Figure 1. Routed metal, one colour a layer.
Two of the layers only.
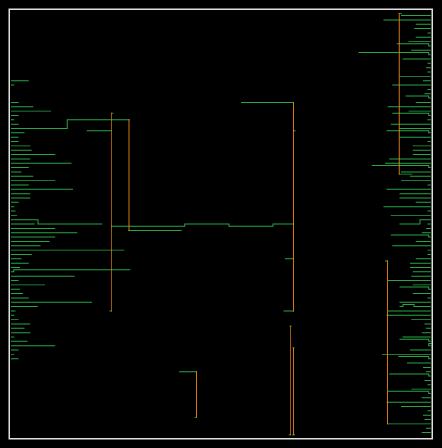
Figure 2. The metal 4 layer.
Scale bar: 50 um.
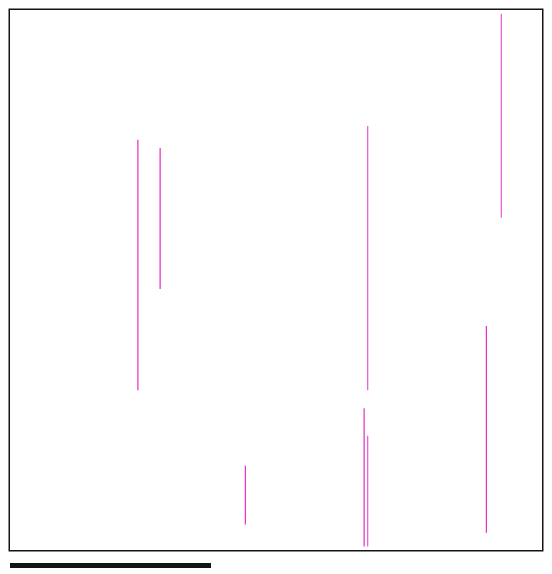
**src/rtl/mult32x32_sched.sv**
```systemverilog
// rtl/mult32x32_sched.sv - two-port arbiter and partial-product sequencer for a shared 32x32 multiplier
module mult32x32_sched #(
    parameter bit RR_EN = 1'b1
) (
    input  logic        i_clk,
    input  logic        i_reset,
    input  logic        i_req0,
    input  logic        i_req1,
    input  logic [31:0] i_a0,
    input  logic [31:0] i_a1,
    input  logic [31:0] i_b0,
    input  logic [31:0] i_b1,
    output logic        o_ack0,
    output logic        o_ack1,
    output logic        o_busy,
    output logic        o_res_valid,
    input  logic        i_res_ready,
    output logic        o_res_id,
    output logic [63:0] o_res_data,
    output logic [31:0] o_mul_a,
    output logic [31:0] o_mul_b,
    output logic        o_mul_a_sel,
    output logic        o_mul_b_sel,
    output logic [1:0]  o_mul_shift,
    output logic        o_mul_upd,
    output logic        o_mul_clr,
    input  logic [63:0] i_mul_product
);

    typedef enum logic [2:0] {
        S_IDLE = 3'd0,
        S_P00  = 3'd1,
        S_P01  = 3'd2,
        S_P10  = 3'd3,
        S_P11  = 3'd4,
        S_DONE = 3'd5
    } state_t;

    state_t      r_state;
    state_t      w_next;
    logic        r_last_grant;
    logic        r_res_id;
    logic [31:0] r_mul_a;
    logic [31:0] r_mul_b;

    logic        w_grant;
    logic        w_grant_id;
    logic        w_a_sel;
    logic        w_b_sel;
    logic [1:0]  w_shift;
    logic        w_upd;

    // Arbiter: pick the winner among pending requests; a tie alternates in round-robin mode
    always_comb begin
        w_grant_id = 1'b0;
        if (i_req0 && i_req1) begin
            w_grant_id = RR_EN ? ~r_last_grant : 1'b0;
        end else if (i_req1) begin
            w_grant_id = 1'b1;
        end
    end

    // Grants only happen from IDLE; held off while reset is asserted so all outputs read 0
    assign w_grant = (r_state == S_IDLE) && (i_req0 || i_req1) && !i_reset;

    // Next-state and multiplier controls: one partial product per Px state, lo*lo first
    always_comb begin
        w_next  = r_state;
        w_a_sel = 1'b0;
        w_b_sel = 1'b0;
        w_shift = 2'b00;
        w_upd   = 1'b0;
        case (r_state)
            S_IDLE: begin
                if (w_grant) w_next = S_P00;
            end
            S_P00: begin
                w_upd  = 1'b1;
                w_next = S_P01;
            end
            S_P01: begin
                w_b_sel = 1'b1;
                w_shift = 2'b01;
                w_upd   = 1'b1;
                w_next  = S_P10;
            end
            S_P10: begin
                w_a_sel = 1'b1;
                w_shift = 2'b01;
                w_upd   = 1'b1;
                w_next  = S_P11;
            end
            S_P11: begin
                w_a_sel = 1'b1;
                w_b_sel = 1'b1;
                w_shift = 2'b10;
                w_upd   = 1'b1;
                w_next  = S_DONE;
            end
            S_DONE: begin
                if (i_res_ready) w_next = S_IDLE;
            end
            default: begin
                w_next = S_IDLE;
            end
        endcase
    end

    // State register
    always_ff @(posedge i_clk or posedge i_reset) begin
        if (i_reset) begin
            r_state <= S_IDLE;
        end else begin
            r_state <= w_next;
        end
    end

    // Operand and owner latches, captured only on the grant edge
    always_ff @(posedge i_clk or posedge i_reset) begin
        if (i_reset) begin
            r_mul_a      <= '0;
            r_mul_b      <= '0;
            r_res_id     <= 1'b0;
            r_last_grant <= 1'b1;
        end else if (w_grant) begin
            r_mul_a      <= w_grant_id ? i_a1 : i_a0;
            r_mul_b      <= w_grant_id ? i_b1 : i_b0;
            r_res_id     <= w_grant_id;
            r_last_grant <= w_grant_id;
        end
    end

    assign o_ack0      = w_grant && !w_grant_id;
    assign o_ack1      = w_grant && w_grant_id;
    assign o_mul_clr   = w_grant;
    assign o_busy      = (r_state != S_IDLE);
    assign o_res_valid = (r_state == S_DONE);
    assign o_res_id    = r_res_id;
    assign o_res_data  = i_mul_product;
    assign o_mul_a     = r_mul_a;
    assign o_mul_b     = r_mul_b;
    assign o_mul_a_sel = w_a_sel;
    assign o_mul_b_sel = w_b_sel;
    assign o_mul_shift = w_shift;
    assign o_mul_upd   = w_upd;

endmodule

```
**config.mk**
```make
export PLATFORM = sky130hd
export DESIGN_NAME = mult32x32_sched
export DESIGN_NICKNAME = d
export VERILOG_FILES = /design/src/rtl/mult32x32_sched.sv
export SDC_FILE = /design/constraint.sdc
export NUM_CORES = 1
export LEC_CHECK = 0
export ABC_AREA = 0
export CAP_MARGIN = 20
export CORE_AREA = 2 2 130 132
export DETAILED_ROUTE_END_ITERATION = 8
export DIE_AREA = 0 0 132 134
export GPL_TIMING_DRIVEN = 0
export HOLD_SLACK_MARGIN = 0.06
export PLACE_DENSITY_LB_ADDON = 0.25
export RECOVER_POWER = 100
export SETUP_SLACK_MARGIN = 0.5
export SLEW_MARGIN = 25
export SYNTH_ARGS = -nofsm -noshare
export SYNTH_HDL_FRONTEND = slang
export SYNTH_SLANG_ARGS = --single-unit
```
**constraint.sdc**
```tcl
create_clock -name i_clk -period 3 [get_ports i_clk]
set_clock_uncertainty 0.05 [all_clocks]
set_input_delay 0.3 -clock i_clk [delete_from_list [all_inputs] [get_ports i_clk]]
set_output_delay 0.3 -clock i_clk [all_outputs]
set_load 0.005 [all_outputs]
```
==> run summary <==
Pwr per Cell Area: 708 nW/um^2
Die W: 132 um
Util after Layout: 45.1%
Post-synth seq share: 43.8%
Crit path depth: 7
crit path capture type: register
Pint: 0.00377 W
Min Clock Period, post-route: 2530 ps
status: finished clean
largest net degree at the start of global routing: 46
clock buffer count: 12
CP peak stage delay: 530 ps
logic area: 1600 um^2
placed inst area: 6970 um^2
port bufs: 271
CP arrival: 2690 ps
hold path startpoint: o_mul_b[25]
TNS Setup: 0 ps
Layout clock area frac: 4.65%
Top cell excl fill/tap: dlygate4sd3_1
Pleak: 3.11 nW
Antenna Nets Post-Route: 0
top cells, area: dfrtp_1, mux2_2, buf_4
dpl cells: 797
Min-Delay Endpoint: o_mul_b[25]
first-pass GRT wire length: 20.0 mm
CP delay by family, top: buffers and inverters
ys async rst share: 100%
Max-area cell share: 43.1%
Floorplan Nets: 502
Sequential Power Share: 31.1%
RD Place Congestion: 0.779
Cell Type Count: 25
slowest CP cell: clkbuf_1
Non-clk invs: 4
Leading cell kind: non-clock buffers
Comb power: 0.00236 W
Comb gates: 151
FF/Latch Area: 1730 um^2
-- Figure 1 (at the start) --
M3: drawn in green, wire length 1310 um. M4: drawn in orange, wire length 339 um.
vias post-DR: 3297
wirelength, routed: 13.2 mm
average wire per standard cell: 16.2 um
GRT Total Usage: 14.7%

-- Figure 2 (at the start) --
The wires run mostly vertical. The longest straight run is 65.3 um. 7 nets have wire on it.

==> synthesized netlist by cell type (2+ instances only) <==
master and number:
buf_8 2, buf_4 69, mux2_1 35, mux2_2 95, nor2_1 4, inv_1 4, buf_2 3, xnor2_1 3
buf_6 2, nand2_1 2, clkbuf_1 5, dfrtp_1 68
==> routing by layer <==
layer	vias to the layer above	share of wire (%)	track usage, %	routed length, um
li1	1573	-	-	-
met1	1528	37	16.2	4860
met2	175	51	25.4	6700
met3	21	9.9	5.63	1310
met4	0	2.6	6.22	338
met5	-	0	0	0
==> logic make-up after synthesis <==
| logic type | synth area share [%] |
|---|---|
| AND/OR/NAND/NOR | 1.55 |
| buffers and inverters | 15.7 |
| XOR/XNOR | 0.666 |
| flip-flops | 43.8 |
| multiplexers | 37.1 |
| AND-OR/OR-AND | 1.24 |
Power and IR drop assume default switching activity.
